$ cat config.mk
export PLATFORM = sky130hd
export DESIGN_NAME = stereo_mixer_seq
export DESIGN_NICKNAME = d
export VERILOG_FILES = /design/src/rtl/stereo_mixer_seq.sv
export SDC_FILE = /design/constraint.sdc
export NUM_CORES = 1
export LEC_CHECK = 0
export CAP_MARGIN = 10
export CORE_MARGIN = 2
export CORE_UTILIZATION = 60
export CTS_BUF_LIST = sky130_fd_sc_hd__clkbuf_4
export CTS_CLUSTER_SIZE = 24
export DETAILED_ROUTE_END_ITERATION = 10
export PLACE_DENSITY_LB_ADDON = 0.08
export SLEW_MARGIN = 5
export SYNTH_ARGS = -nofsm -noshare
export SYNTH_HDL_FRONTEND = slang
export SYNTH_SLANG_ARGS = --single-unit
$ cat constraint.sdc
create_clock -name clk_in -period 10.3 [get_ports clk_in]
set_input_delay 2.06 -clock clk_in [delete_from_list [all_inputs] [get_ports clk_in]]
set_output_delay 2.06 -clock clk_in [all_outputs]
set_load 0.05 [all_outputs]
$ cat src/rtl/stereo_mixer_seq.sv
// Time-multiplexed stereo mixer: captures NUM_CH voices on a strobe, accumulates one
// voice per clock into left/right sums, then saturates and presents a registered L/R pair.
module stereo_mixer_seq #(
   parameter int NUM_CH = 3,
   parameter int DATA_W = 16,
   parameter int ATT_W  = 3
) (
   input  logic                       clk_in,
   input  logic                       rst_in,
   input  logic                       sample_valid_in,
   input  logic [NUM_CH*DATA_W-1:0]   note_data_in,
   input  logic [2*NUM_CH-1:0]        stereo_in,
   input  logic [NUM_CH*ATT_W-1:0]    atten_in,
   input  logic                       clear_flags_in,
   output logic [DATA_W-1:0]          sample_l_out,
   output logic [DATA_W-1:0]          sample_r_out,
   output logic                       sample_valid_out,
   output logic                       busy_out,
   output logic                       overrun_out,
   output logic                       clip_out
);

   localparam int ACC_W = DATA_W + $clog2(NUM_CH + 1);
   localparam int IDX_W = (NUM_CH > 1) ? $clog2(NUM_CH) : 1;

   localparam logic signed [ACC_W-1:0] SAT_MAX =
      {{(ACC_W-DATA_W+1){1'b0}}, {(DATA_W-1){1'b1}}};
   localparam logic signed [ACC_W-1:0] SAT_MIN =
      {{(ACC_W-DATA_W+1){1'b1}}, {(DATA_W-1){1'b0}}};
   localparam logic [IDX_W-1:0] LAST_IDX = IDX_W'(NUM_CH - 1);

   typedef enum logic [1:0] {
      IDLE  = 2'd0,
      ACCUM = 2'd1,
      DONE  = 2'd2
   } state_t;

   function automatic logic signed [DATA_W-1:0] sat_fn(input logic signed [ACC_W-1:0] a);
      if (a > SAT_MAX) begin
         return SAT_MAX[DATA_W-1:0];
      end else if (a < SAT_MIN) begin
         return SAT_MIN[DATA_W-1:0];
      end else begin
         return a[DATA_W-1:0];
      end
   endfunction

   function automatic logic clip_fn(input logic signed [ACC_W-1:0] a);
      return (a > SAT_MAX) || (a < SAT_MIN);
   endfunction

   state_t                     state_q, state_d;
   logic [IDX_W-1:0]           idx_q, idx_d;
   logic signed [ACC_W-1:0]    acc_l_q, acc_l_d;
   logic signed [ACC_W-1:0]    acc_r_q, acc_r_d;
   logic [NUM_CH*DATA_W-1:0]   sh_data_q, sh_data_d;
   logic [2*NUM_CH-1:0]        sh_route_q, sh_route_d;
   logic [NUM_CH*ATT_W-1:0]    sh_att_q, sh_att_d;
   logic signed [DATA_W-1:0]   sample_l_q, sample_l_d;
   logic signed [DATA_W-1:0]   sample_r_q, sample_r_d;
   logic                       valid_q, valid_d;
   logic                       overrun_q, overrun_d;
   logic                       clip_q, clip_d;

   logic signed [DATA_W-1:0]   cur_data;
   logic [ATT_W-1:0]           cur_att;
   logic [1:0]                 cur_route;
   logic signed [DATA_W-1:0]   cur_shift;
   logic signed [ACC_W-1:0]    cur_ext;
   logic                       overrun_set;
   logic                       clip_set;

   // Current voice selected from the shadow copy, attenuated and widened
   always_comb begin
      cur_data  = sh_data_q[int'(idx_q)*DATA_W +: DATA_W];
      cur_att   = sh_att_q[int'(idx_q)*ATT_W +: ATT_W];
      cur_route = sh_route_q[int'(idx_q)*2 +: 2];
      cur_shift = cur_data >>> cur_att;
      cur_ext   = {{(ACC_W-DATA_W){cur_shift[DATA_W-1]}}, cur_shift};
   end

   always_comb begin
      state_d     = state_q;
      idx_d       = idx_q;
      acc_l_d     = acc_l_q;
      acc_r_d     = acc_r_q;
      sh_data_d   = sh_data_q;
      sh_route_d  = sh_route_q;
      sh_att_d    = sh_att_q;
      sample_l_d  = sample_l_q;
      sample_r_d  = sample_r_q;
      valid_d     = 1'b0;
      clip_set    = 1'b0;
      overrun_set = sample_valid_in && (state_q != IDLE);

      case (state_q)
         IDLE: begin
            if (sample_valid_in) begin
               sh_data_d  = note_data_in;
               sh_route_d = stereo_in;
               sh_att_d   = atten_in;
               acc_l_d    = '0;
               acc_r_d    = '0;
               idx_d      = '0;
               state_d    = ACCUM;
            end
         end
         ACCUM: begin
            if (cur_route[1]) begin
               acc_l_d = acc_l_q + cur_ext;
            end
            if (cur_route[0]) begin
               acc_r_d = acc_r_q + cur_ext;
            end
            if (idx_q == LAST_IDX) begin
               state_d = DONE;
            end else begin
               idx_d = idx_q + IDX_W'(1);
            end
         end
         DONE: begin
            sample_l_d = sat_fn(acc_l_q);
            sample_r_d = sat_fn(acc_r_q);
            valid_d    = 1'b1;
            clip_set   = clip_fn(acc_l_q) || clip_fn(acc_r_q);
            state_d    = IDLE;
         end
         default: begin
            state_d = IDLE;
         end
      endcase

      // A flag being set in the same cycle as a clear must survive
      overrun_d = overrun_set ? 1'b1 : (clear_flags_in ? 1'b0 : overrun_q);
      clip_d    = clip_set    ? 1'b1 : (clear_flags_in ? 1'b0 : clip_q);
   end

   always_ff @(posedge clk_in or posedge rst_in) begin
      if (rst_in) begin
         state_q    <= IDLE;
         idx_q      <= '0;
         acc_l_q    <= '0;
         acc_r_q    <= '0;
         sh_data_q  <= '0;
         sh_route_q <= '0;
         sh_att_q   <= '0;
         sample_l_q <= '0;
         sample_r_q <= '0;
         valid_q    <= 1'b0;
         overrun_q  <= 1'b0;
         clip_q     <= 1'b0;
      end else begin
         state_q    <= state_d;
         idx_q      <= idx_d;
         acc_l_q    <= acc_l_d;
         acc_r_q    <= acc_r_d;
         sh_data_q  <= sh_data_d;
         sh_route_q <= sh_route_d;
         sh_att_q   <= sh_att_d;
         sample_l_q <= sample_l_d;
         sample_r_q <= sample_r_d;
         valid_q    <= valid_d;
         overrun_q  <= overrun_d;
         clip_q     <= clip_d;
      end
   end

   assign sample_l_out     = sample_l_q;
   assign sample_r_out     = sample_r_q;
   assign sample_valid_out = valid_q;
   assign busy_out         = (state_q != IDLE);
   assign overrun_out      = overrun_q;
   assign clip_out         = clip_q;

endmodule

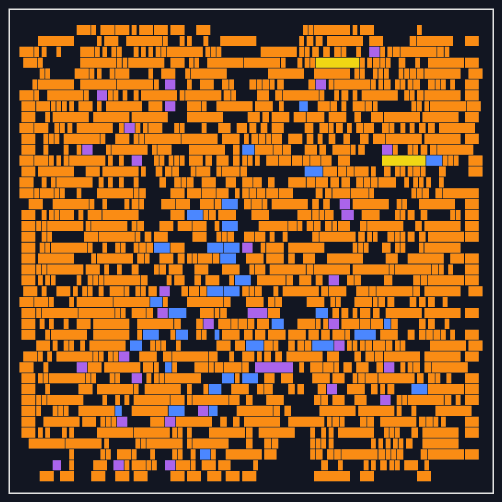
**Above:** run 1 (cell sizes after repair).
Drawn at 4 px/micron.
legend:
  blue:
    size: x2
    cells: 35
  orange:
    size: x1 and smaller
    cells: 1,011
  purple:
    size: x3 and x4
    cells: 32
  yellow:
    size: x6 and larger
    cells: 2

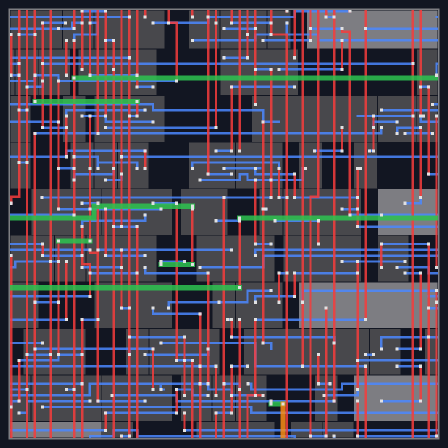
**Above:** run 1 (close-up of the layout).
Window x 48 to 73, y 48 to 73 microns. Cells in grey, sequential cells in the stronger grey; small squares are vias.
legend:
  green:
    layer: M3
  blue:
    layer: M1
  orange:
    layer: M4
  red:
    layer: M2
sequential cells in the window: 3
netlist names of flops here include: `acc_r_q` (2), `acc_l_q` (1)
cells with their middle in the window: 51
most frequent: mux2_2 (8)

==> impl_metrics.json, run 1 <==
{
  "avgSynthCellArea_sq_um": 8.19,
  "finish.utilization": 0.717,
  "comb_area_sq_mm": 0.00443,
  "cts.clk_slew.worst_paths_ps": 120,
  "seq-cell-share": 0.364,
  "io_pins": 103,
  "yosys-top-cells-area": "dfrtp_1 (42%), nand2_1 (15%), o21ai_0 (7.3%), mux2i_1 (5.4%), ha_1 (5.4%)",
  "final-clk-cell-share": 0.0274,
  "holdPathEnd": "sh_data_q[13]",
  "n_antenna_cell": 1,
  "cp_max_fo": 23,
  "taps": 176,
  "portBuffers": 102,
  "routed_via_density": 5.46,
  "h-tree-depth": 4,
  "grt.total_usage": 0.265,
  "drv_slew": 0,
  "vias": 6863,
  "hold_path_depth": 2,
  "clockBufferDepth": 2,
  "ys_warn_count": 0,
  "clock_latency_ps": 570,
  "synth_area_sq_mm": 0.00816,
  "wl_per_cell_microns": 14.3,
  "ys.flops": 138,
  "max_clock_freq_ghz": 0.221,
  "postSynthSeqShare": 0.423,
  "fillers": 1104,
  "syn_nets": 1100,
  "inverters": 17,
  "cts_tree": "yes",
  "lay_top_cells": "nand2_1 (319), dfrtp_1 (138), o21ai_0 (118)",
  "status": "completed",
  "r2r_slack_ps": 5780,
  "cp_data_arrival_time_ps": 4960,
  "grt_pass1_wl_mm": 30.5
}
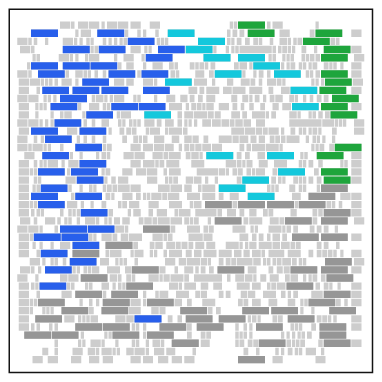
**Above:** run 1 (where the registers sit).
Drawn at 3 px/micron. Other sequential cells in the stronger grey, the rest of the logic in the fainter grey.
legend:
  blue:
    name_in_the_netlist: `sh_data_q`
    sequential_cells: 48
  cyan:
    name_in_the_netlist: `acc_l_q`
    sequential_cells: 18
  green:
    name_in_the_netlist: `sample_l_out`
    sequential_cells: 16
    where: top right
not coloured: 56

[run 1: registers in the layout (all words and copies together) (netlist names)]
name              cells
sh_data_q            48
acc_l_q              18
acc_r_q              18
sample_l_out         16
sample_r_out         16
sh_att_q              9
sh_route_q            6
idx_q                 2
state_q               2
clip_out              1
overrun_out           1
sample_valid_out      1
[run 1: critical path: stages, from the launching register on]
cell and delay, ps:
dfrtp_1 610, o21ai_2 880, mux2i_1 340, mux2i_1 130
mux2i_1 410, inv_1 120, ha_1 310, a211oi_1 280
o21bai_1 140, a211o_1 330, a31oi_2 300, nor3_1 80
o21ai_0 180, a32o_1 190, o21ai_0 80
[run 1: per-stage QoR]
step,instances,worst slack [ps],hold slack (ps)
3_3_place_gp,1225,5940,457
5_1_grt,1257,5390,507
4_1_cts,1256,5810,489
2_1_floorplan,996,4540,440
3_5_place_dp,1225,5850,462
6_report,1257,5780,485
[run 1: metal layers]
metal,vias to the layer above,track usage,share of wire
met5,-,0,0
met4,0,0.0908,0.019
met3,24,0.0472,0.043
met2,166,0.424,0.47
met1,3162,0.365,0.46
li1,3511,-,-
[run 1: worst max path at each step]
stage | startpoint | end | slack [ps]
after floorplan | rst_in | acc_l_q[0] | 4540
final | idx_q[0] | acc_l_q[17] | 5780
after CTS | idx_q[0] | acc_l_q[16] | 5810
after global routing | idx_q[0] | acc_l_q[16] | 5390
after global placement | idx_q[0] | acc_l_q[16] | 5940
after detailed placement | idx_q[0] | acc_l_q[16] | 5850
[run 1: logic make-up after synthesis]
kind of cell / synth area share
AND/OR/NAND/NOR: 0.226
AND-OR/OR-AND: 0.153
flip-flops: 0.423
buffers and inverters: 0.0357
multiplexers: 0.0733
adder cells (fa/ha/maj): 0.0586
XOR/XNOR: 0.0301
--- run 2 (diff from run 1) ---
--- a/config.mk
+++ b/config.mk
@@ -7,7 +7,7 @@
 export LEC_CHECK = 0
 export CAP_MARGIN = 10
 export CORE_MARGIN = 2
-export CORE_UTILIZATION = 60
+export CORE_UTILIZATION = 52
 export CTS_BUF_LIST = sky130_fd_sc_hd__clkbuf_4
 export CTS_CLUSTER_SIZE = 24
 export DETAILED_ROUTE_END_ITERATION = 10
==> constraint.sdc (replaced) <==
create_clock -name clk_in -period 4.13 [get_ports clk_in]
set_input_delay 0.826 -clock clk_in [delete_from_list [all_inputs] [get_ports clk_in]]
set_output_delay 0.826 -clock clk_in [all_outputs]
set_load 0.05 [all_outputs]
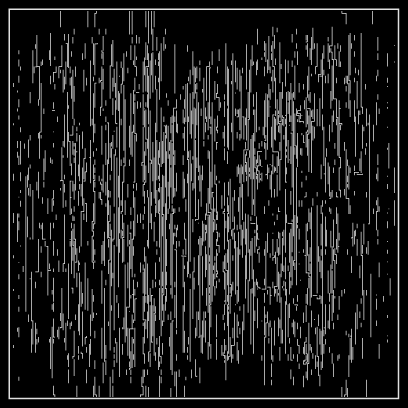
**Above:** run 2 (metal 2).
Drawn at 3 px/micron.
share of all routed wire: 47%
wire length on this layer: 8,730 microns
main direction: vertical

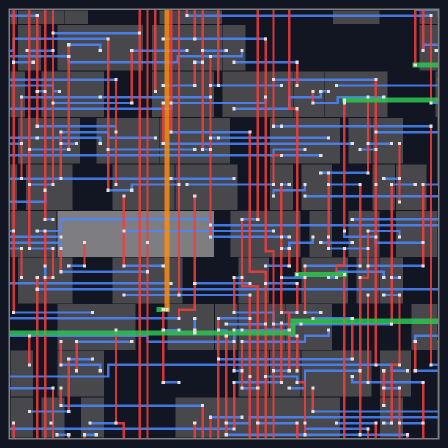
**Above:** run 2 (close-up of the layout).
Window x 52 to 77, y 52 to 77 microns. Cells in grey, sequential cells in the stronger grey; small squares are vias.
legend:
  green:
    layer: M3
  orange:
    layer: M4
  red:
    layer: M2
  blue:
    layer: M1
netlist names of flops here include: `acc_l_q` (1)
cells with their middle in the window: 48
sequential cells in the window: 1
most frequent: mux2i_1 (7), mux2_2 (7), nor2_1 (7)

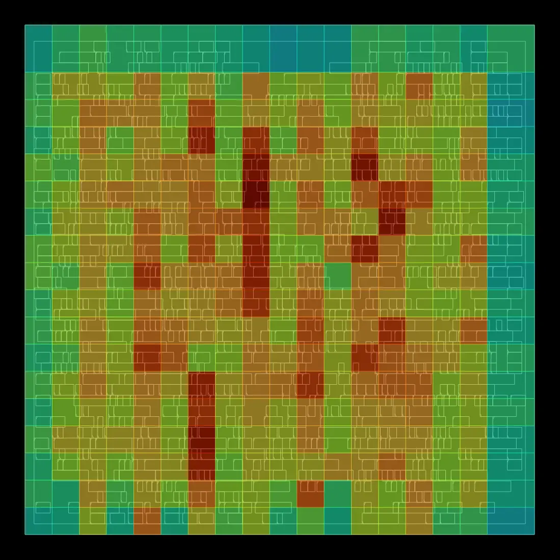
**Above:** run 2 (congestion heat map).
gr usage total: 0.238
drt wl/cell: 14.2 microns

==> run 2 against run 1 <==
Count of clock-buffer cells in the layout unchanged. Synthesized area stayed put. Hold slack worse by 1.3 ps. Final area grew 2.4%. Synthesized cell count unchanged. First-iteration DRC count fell by 26%. Non-clock buffer count rose by 17. Via count grew 1.1%. Sequential share of layout area is 0.86 points lower. Highest routed layer unchanged.
==> impl_metrics.json, run 2 <==
{
  "cts.clk_slew.worst_paths_ps": 120,
  "yosys-top-cells-area": "dfrtp_1 (42%), nand2_1 (15%), o21ai_0 (7.3%), mux2i_1 (5.4%), ha_1 (5.4%)",
  "vias": 6937,
  "ys.flops": 138,
  "grt_pass1_wl_mm": 31.7,
  "clock_latency_ps": 560,
  "routed_via_density": 5.30,
  "ys_warn_count": 0,
  "fa_ha_area_frac": 0.0586,
  "synth_area_sq_mm": 0.00816,
  "portBuffers": 102,
  "pre_cts_ws_ps": 137,
  "lay_top_cells": "nand2_1 (319), dfrtp_1 (138), o21ai_0 (114)",
  "hold_ws_ps": 484,
  "first_pass_iters": 6,
  "cp_data_arrival_time_ps": 4390,
  "synth.logic.top_family": "simple AND/OR/NAND/NOR gates",
  "io_pins": 103,
  "largest_register_ffs": 48,
  "xor_area_frac": 0.0301,
  "ys_sh_aoi": 0.153,
  "synth.area.mux_share": 0.0733,
  "cts_tree": "yes",
  "finish.utilization": 0.637,
  "clockBufferDepth": 2,
  "drv_slew": 0,
  "reg.largest.list": "sh_data_q: 48 flops, acc_l_q: 18 flops, acc_r_q: 18 flops",
  "status": "completed",
  "syn_nets": 1100,
  "dp_cells": 1275,
  "h-tree-depth": 4,
  "postSynthSeqShare": 0.423,
  "clock-root-buffer": "clkbuf_4",
  "cp_max_fo": 9,
  "avgSynthCellArea_sq_um": 8.19,
  "fin_ws_ps": 175,
  "cts_sinks": 138,
  "regMostFlops": "sh_data_q"
}
[run 2: cell types whose count changed in the layout (fill, tap and decap cells not counted), moves of 2 or more]
cell / previous run / this run
buf_4: 6 / 20
o21ai_0: 118 / 114
clkinvlp_4: 5 / 2
o21ai_1: 6 / 9
clkinv_1: 3 / 5
[run 2: final cells by class]
cell class / instances / area, sq um
antenna: 1 / 2.50
sequential: 138 / 3450
timing repair buffer: 125 / 1220
tap: 211 / 264
fill: 1372 / 5530
multi-input combinational: 786 / 4460
inverter: 17 / 67.6
clock buffer: 17 / 128
clock inverter: 15 / 133
[run 2: final timing paths]
path	cells after the start	from	slack, ps	endpoint
max in group asynchronous	3	rst_in	2560	acc_l_q[9]
worst min-delay path	2	sh_data_q[33]	480	sh_data_q[33]
worst max register to register	18	idx_q[1]	170	acc_l_q[16]
min in group asynchronous	2	rst_in	660	sh_route_q[4]
worst max-delay path	18	idx_q[1]	170	acc_l_q[16]
worst min register to register	2	sh_data_q[33]	480	sh_data_q[33]
[run 2: metal layers]
metal,share of wire,GRT usage,wire (microns),vias to the layer above
li1,-,-,-,3554
met1,0.48,0.326,8890,3216
met2,0.47,0.390,8730,141
met3,0.038,0.0409,701,26
met4,0.017,0.0735,322,0
met5,0,0,0,-
[run 2: critical path: stages, from the launching register on]
cell and delay (ps):
dfrtp_1 470, nor2b_2 190, nand2_1 80, o21ai_2 80, buf_4 220, mux2i_1 120, mux2i_1 220, mux2_2 210
ha_1 200, inv_1 70, fa_1 370, and2b_1 220, o21ai_1 80, o21ai_2 210, a31oi_1 160, nor3b_2 260
a211oi_2 80, and4b_1 220, or3_1 370
[run 2: repair_timing]
item                                    in CTS  in global routing
resized                                      0                 13
endpoints found under the setup margin       0                  6
setup buffers                                0                  2
